Fig. 1: nets reached from selected ports
Scale bar: 10 um.
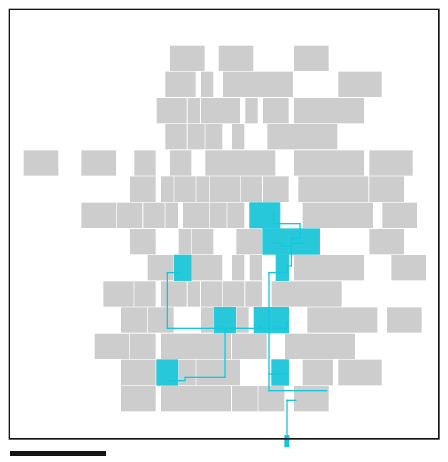
Fig. 2: routed metal, one colour a layer
Two of the layers only.
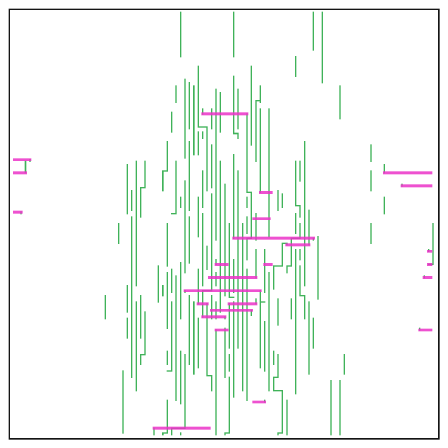
Fig. 3: sequential cells grouped by signal name
Scale bar: 10 um. Other sequential cells in the stronger grey, the rest of the logic in the fainter grey.
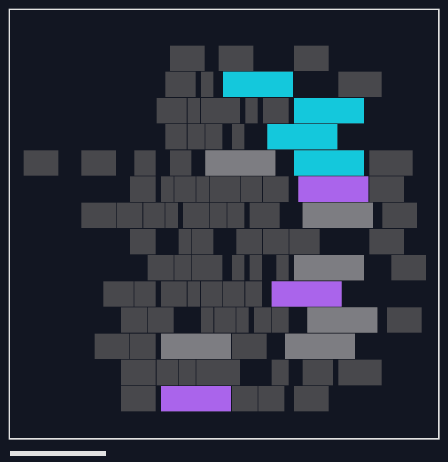
$ cat src/rtl/arm_lp_pkg.sv
// Shared ISA constants for the ARM-LP core: instruction classes, opType codes and ALU codes.
// The control decoder, ALU and datapath all import this package.
package arm_lp_pkg;

    localparam logic [2:0] OP_NONE = 3'd0;
    localparam logic [2:0] OP_R    = 3'd1;
    localparam logic [2:0] OP_I    = 3'd2;
    localparam logic [2:0] OP_D    = 3'd3;
    localparam logic [2:0] OP_B    = 3'd4;
    localparam logic [2:0] OP_CB   = 3'd5;
    localparam logic [2:0] OP_IW   = 3'd6;

    localparam logic [3:0] ALU_NONE = 4'd0;
    localparam logic [3:0] ALU_ADD  = 4'd2;
    localparam logic [3:0] ALU_OR   = 4'd4;
    localparam logic [3:0] ALU_NOR  = 4'd5;
    localparam logic [3:0] ALU_AND  = 4'd6;
    localparam logic [3:0] ALU_CBZ  = 4'd7;
    localparam logic [3:0] ALU_XOR  = 4'd9;
    localparam logic [3:0] ALU_SUB  = 4'd10;
    localparam logic [3:0] ALU_NAND = 4'd12;
    localparam logic [3:0] ALU_MOV  = 4'd13;

    // Class field values found in instruction[29:26].
    localparam logic [3:0] CLS_R     = 4'b0010;
    localparam logic [3:0] CLS_STORE = 4'b0110;
    localparam logic [3:0] CLS_B     = 4'b0001;
    localparam logic [3:0] CLS_CB    = 4'b1001;
    localparam logic [3:0] CLS_IGRP  = 4'b0100;

    // I-group sub-select in instruction[23:22]; 2'b11 is illegal.
    localparam logic [1:0] ISUB_ARITH = 2'b00;
    localparam logic [1:0] ISUB_LOAD  = 2'b01;
    localparam logic [1:0] ISUB_MOV   = 2'b10;

    // Only func 0-7 are legal; the caller rejects func[3] = 1.
    function automatic logic [3:0] rFuncToAlu(input logic [2:0] func);
        case (func)
            3'd0:    return ALU_ADD;
            3'd1:    return ALU_SUB;
            3'd2:    return ALU_AND;
            3'd3:    return ALU_OR;
            3'd4:    return ALU_XOR;
            3'd5:    return ALU_NOR;
            3'd6:    return ALU_NAND;
            default: return ALU_MOV;
        endcase
    endfunction

    function automatic logic [3:0] iFuncToAlu(input logic [1:0] func);
        case (func)
            2'd0:    return ALU_ADD;
            2'd1:    return ALU_SUB;
            2'd2:    return ALU_AND;
            default: return ALU_OR;
        endcase
    endfunction

endpackage

$ cat src/rtl/arm_lp_main_decoder.sv
// Combinational instruction -> control mapping for the ARM-LP core.
// Anything not recognised decodes to an all-zero NOP.
module arm_lp_main_decoder
    import arm_lp_pkg::*;
(
    input  logic [31:0] instruction,
    output logic        regWrite,
    output logic [2:0]  opType,
    output logic        memWrite,
    output logic        memRead,
    output logic [3:0]  aluControl,
    output logic        branch,
    output logic        uncondBranch,
    output logic        aluSrc
);

    logic [3:0] instrClass;
    logic       unusedBits;

    assign instrClass = instruction[29:26];
    // Bits [31:30] and the operand fields carry no control information.
    assign unusedBits = ^{instruction[31:30], instruction[21:0]};

    always_comb begin
        regWrite     = 1'b0;
        opType       = OP_NONE;
        memWrite     = 1'b0;
        memRead      = 1'b0;
        aluControl   = ALU_NONE;
        branch       = 1'b0;
        uncondBranch = 1'b0;
        aluSrc       = 1'b0;
        case (instrClass)
            CLS_R: begin
                if (!instruction[25]) begin
                    regWrite   = 1'b1;
                    opType     = OP_R;
                    aluControl = rFuncToAlu(instruction[24:22]);
                end
            end
            CLS_STORE: begin
                memWrite   = 1'b1;
                aluSrc     = 1'b1;
                aluControl = ALU_ADD;
                opType     = OP_D;
            end
            CLS_B: begin
                uncondBranch = 1'b1;
                opType       = OP_B;
            end
            CLS_CB: begin
                branch     = 1'b1;
                aluControl = ALU_CBZ;
                opType     = OP_CB;
            end
            CLS_IGRP: begin
                case (instruction[23:22])
                    ISUB_ARITH: begin
                        regWrite   = 1'b1;
                        aluSrc     = 1'b1;
                        aluControl = iFuncToAlu(instruction[25:24]);
                        opType     = OP_I;
                    end
                    ISUB_LOAD: begin
                        regWrite   = 1'b1;
                        memRead    = 1'b1;
                        aluSrc     = 1'b1;
                        aluControl = ALU_ADD;
                        opType     = OP_D;
                    end
                    ISUB_MOV: begin
                        regWrite   = 1'b1;
                        aluSrc     = 1'b1;
                        aluControl = ALU_MOV;
                        opType     = OP_IW;
                    end
                    default: ;
                endcase
            end
            default: ;
        endcase
    end

endmodule

$ cat src/rtl/arm_lp_ctrl_decoder.sv
// ARM-LP main control unit: combinational decode followed by one register stage,
// so every control output appears one cycle after the instruction is sampled.
module arm_lp_ctrl_decoder
    import arm_lp_pkg::*;
(
    input  logic        clk,
    input  logic        reset,
    input  logic [31:0] instruction,
    output logic        regWriteFlag,
    output logic [2:0]  opType,
    output logic        memWriteFlag,
    output logic        memReadFlag,
    output logic [3:0]  aluControlCode,
    output logic        branchFlag,
    output logic        unconditionalBranchFlag,
    output logic        aluSRC
);

    logic       regWriteP0;
    logic [2:0] opTypeP0;
    logic       memWriteP0;
    logic       memReadP0;
    logic [3:0] aluControlP0;
    logic       branchP0;
    logic       uncondBranchP0;
    logic       aluSrcP0;

    arm_lp_main_decoder uDecoder (
        .instruction (instruction),
        .regWrite    (regWriteP0),
        .opType      (opTypeP0),
        .memWrite    (memWriteP0),
        .memRead     (memReadP0),
        .aluControl  (aluControlP0),
        .branch      (branchP0),
        .uncondBranch(uncondBranchP0),
        .aluSrc      (aluSrcP0)
    );

    // Stage p0 -> p1: every control output is a flop, all updated together.
    always_ff @(posedge clk) begin
        if (reset) begin
            regWriteFlag            <= 1'b0;
            opType                  <= OP_NONE;
            memWriteFlag            <= 1'b0;
            memReadFlag             <= 1'b0;
            aluControlCode          <= ALU_NONE;
            branchFlag              <= 1'b0;
            unconditionalBranchFlag <= 1'b0;
            aluSRC                  <= 1'b0;
        end else begin
            regWriteFlag            <= regWriteP0;
            opType                  <= opTypeP0;
            memWriteFlag            <= memWriteP0;
            memReadFlag             <= memReadP0;
            aluControlCode          <= aluControlP0;
            branchFlag              <= branchP0;
            unconditionalBranchFlag <= uncondBranchP0;
            aluSRC                  <= aluSrcP0;
        end
    end

endmodule

$ cat config.mk
export PLATFORM = sky130hd
export DESIGN_NAME = arm_lp_ctrl_decoder
export DESIGN_NICKNAME = d
export VERILOG_FILES = /design/src/rtl/arm_lp_pkg.sv /design/src/rtl/arm_lp_main_decoder.sv /design/src/rtl/arm_lp_ctrl_decoder.sv
export SDC_FILE = /design/constraint.sdc
export NUM_CORES = 1
export LEC_CHECK = 0
export ABC_AREA = 0
export CAP_MARGIN = 5
export CORE_UTILIZATION = 30
export DETAILED_ROUTE_END_ITERATION = 8
export PLACE_DENSITY = 0.83
export SETUP_SLACK_MARGIN = 0.4
export SLEW_MARGIN = 20
export SYNTH_ARGS = -nofsm -noshare
export SYNTH_HDL_FRONTEND = slang
export SYNTH_SLANG_ARGS = --single-unit
export TNS_END_PERCENT = 20
$ cat constraint.sdc
create_clock -name clk -period 1.9 [get_ports clk]
set_input_delay 0.38 -clock clk [delete_from_list [all_inputs] [get_ports clk]]
set_output_delay 0.38 -clock clk [all_outputs]
set_load 0.05 [all_outputs]
==> reports/qor.yml <==
logic_synthesis:
  flop_cell: "dfxtp_1"
  ys.flops: 13
  yosysCellCount: 62
  ys_warn_count: 0
  syn_nets: 96
  synth-xor-area-share_pct: 1.620
  async_flop_share_pct: 0
  synth_seq_share_pct: 48.15
  synth-simple-area-share_pct: 27.08
  edf_count: 0
power:
  swShare_pct: 26.09
  power.group.top: "sequential cells"
  p_leak_nw: 0.3953
  switchingPower_mw: 0.1427
  comb_power_share_pct: 18.7
  p_seq_share_pct: 50.8
finish:
  buf_share_pct: 33.00
  clk_share_pct: 3.013
  regMostFlops: "aluControlCode"
  fin_util_pct: 54.71
  inverters: 3
  diodes: 0
  lay_top_cells: "clkdlybuf4s50_1 (15), dfxtp_1 (13), buf_4 (8), nor2_1 (7)"
  design_area_um2: 872.1
  comb_area_um2: 256.5
  largest_cell_class: "buffers"
  clkbuf_count: 4
routing:
  post_drt_via_cell_ratio: 5.162
  drtIter0Drc: 25
placed_design:
  dpl_cell_area_um2: 838.3
  finalWeightedCongestion: 0.8504
  post-dp-hpwl_um: 1073
sta:
  rsz0062_at_grt: "true"
  fin_hold_ws_ns: 0.7994
  finalSetupViolations: 0
  max_freq_mhz: 570.4
  fin_ws_ns: 0.1468
  final_max_slew_viol_count: 0
  post-route-min-period_ns: 1.753
  period_used_pct: 92.28
  hold_violations: 0
clocking:
  cts.repair.resized: 4
  cts_tree: "done"
  cts_setup_buffers: 0
  cts_buffers: 3
  clk_path_buf_depth: 2
  htree_num_levels: 1
worst_setup_path:
  worst-path-stages: 1
  crit_chain: "clkdlybuf4s50_1"
  crit_start: "branchFlag"
  startpoint_type: "flop"
  arrival_ns: 1.37
  critical_path.top_delay_family: "buffers and inverters"
  timing.critical_path.slowest_stage_cell: "clkdlybuf4s50_1"
  crit_path_end: "branchFlag"
  crit_type: "reg2out"
  slowest_delay_ns: 0.78
  crit_fanout: 1
floorplanning:
  tap_cells: 24
  die_w_um: 44.45
run:
  warnings: 53
global_routing:
  grt-ovfl-total: 0
  grt_max_degree: 12
  antenna_found_initial: 0
status:
  outcome: "completed"
-- Fig. 1 (at the start) --
[reset] cyan | bits: 1 | direction: input | end cells: 10 | buffers: 1 | wire: 72.6 um
I/O Buffers: 22
I/O pins: 47

-- Fig. 2 (at the start) --
[met2] green | wire length: 714 um
[met3] magenta | wire length: 64.2 um
vias: 604
total track usage: 16.82%
WL per Instance: 11.97 um
DRT Wirelength: 1401 um

-- Fig. 3 (at the start) --
[aluControlCode] cyan | flops: 4
[opType] purple | flops: 3
not coloured: 6
P_seq: 0.278 mW
register area: 260.3 um^2
flop share of the area: 29.84%

==> per-layer routing <==
layer / GRT usage, % / wire length (um) / share of wire [%] / up-vias
li1: - / - / - / 287
met1: 19.31 / 574 / 41 / 276
met2: 29.71 / 713 / 51 / 33
met3: 1.633 / 64 / 4.6 / 8
met4: 10.30 / 48 / 3.4 / 0
met5: 0 / 0 / 0 / -
==> cell usage after synthesis (all sizes together), types with 2 or more instances <==
| master | count | area [um^2] |
|---|---|---|
| dfxtp | 13 | 260.3 |
| nor2 | 7 | 26.28 |
| a31oi | 4 | 25.02 |
| nor3 | 4 | 20.02 |
| clkbuf | 3 | 12.51 |
| inv | 3 | 11.26 |
| nand2 | 3 | 11.26 |
| o21ai | 3 | 15.01 |
| a21oi | 2 | 10.01 |
| nor4 | 2 | 12.51 |
| or3 | 2 | 12.51 |
Power figures rest on the tool's default switching activity, not on a simulated workload.
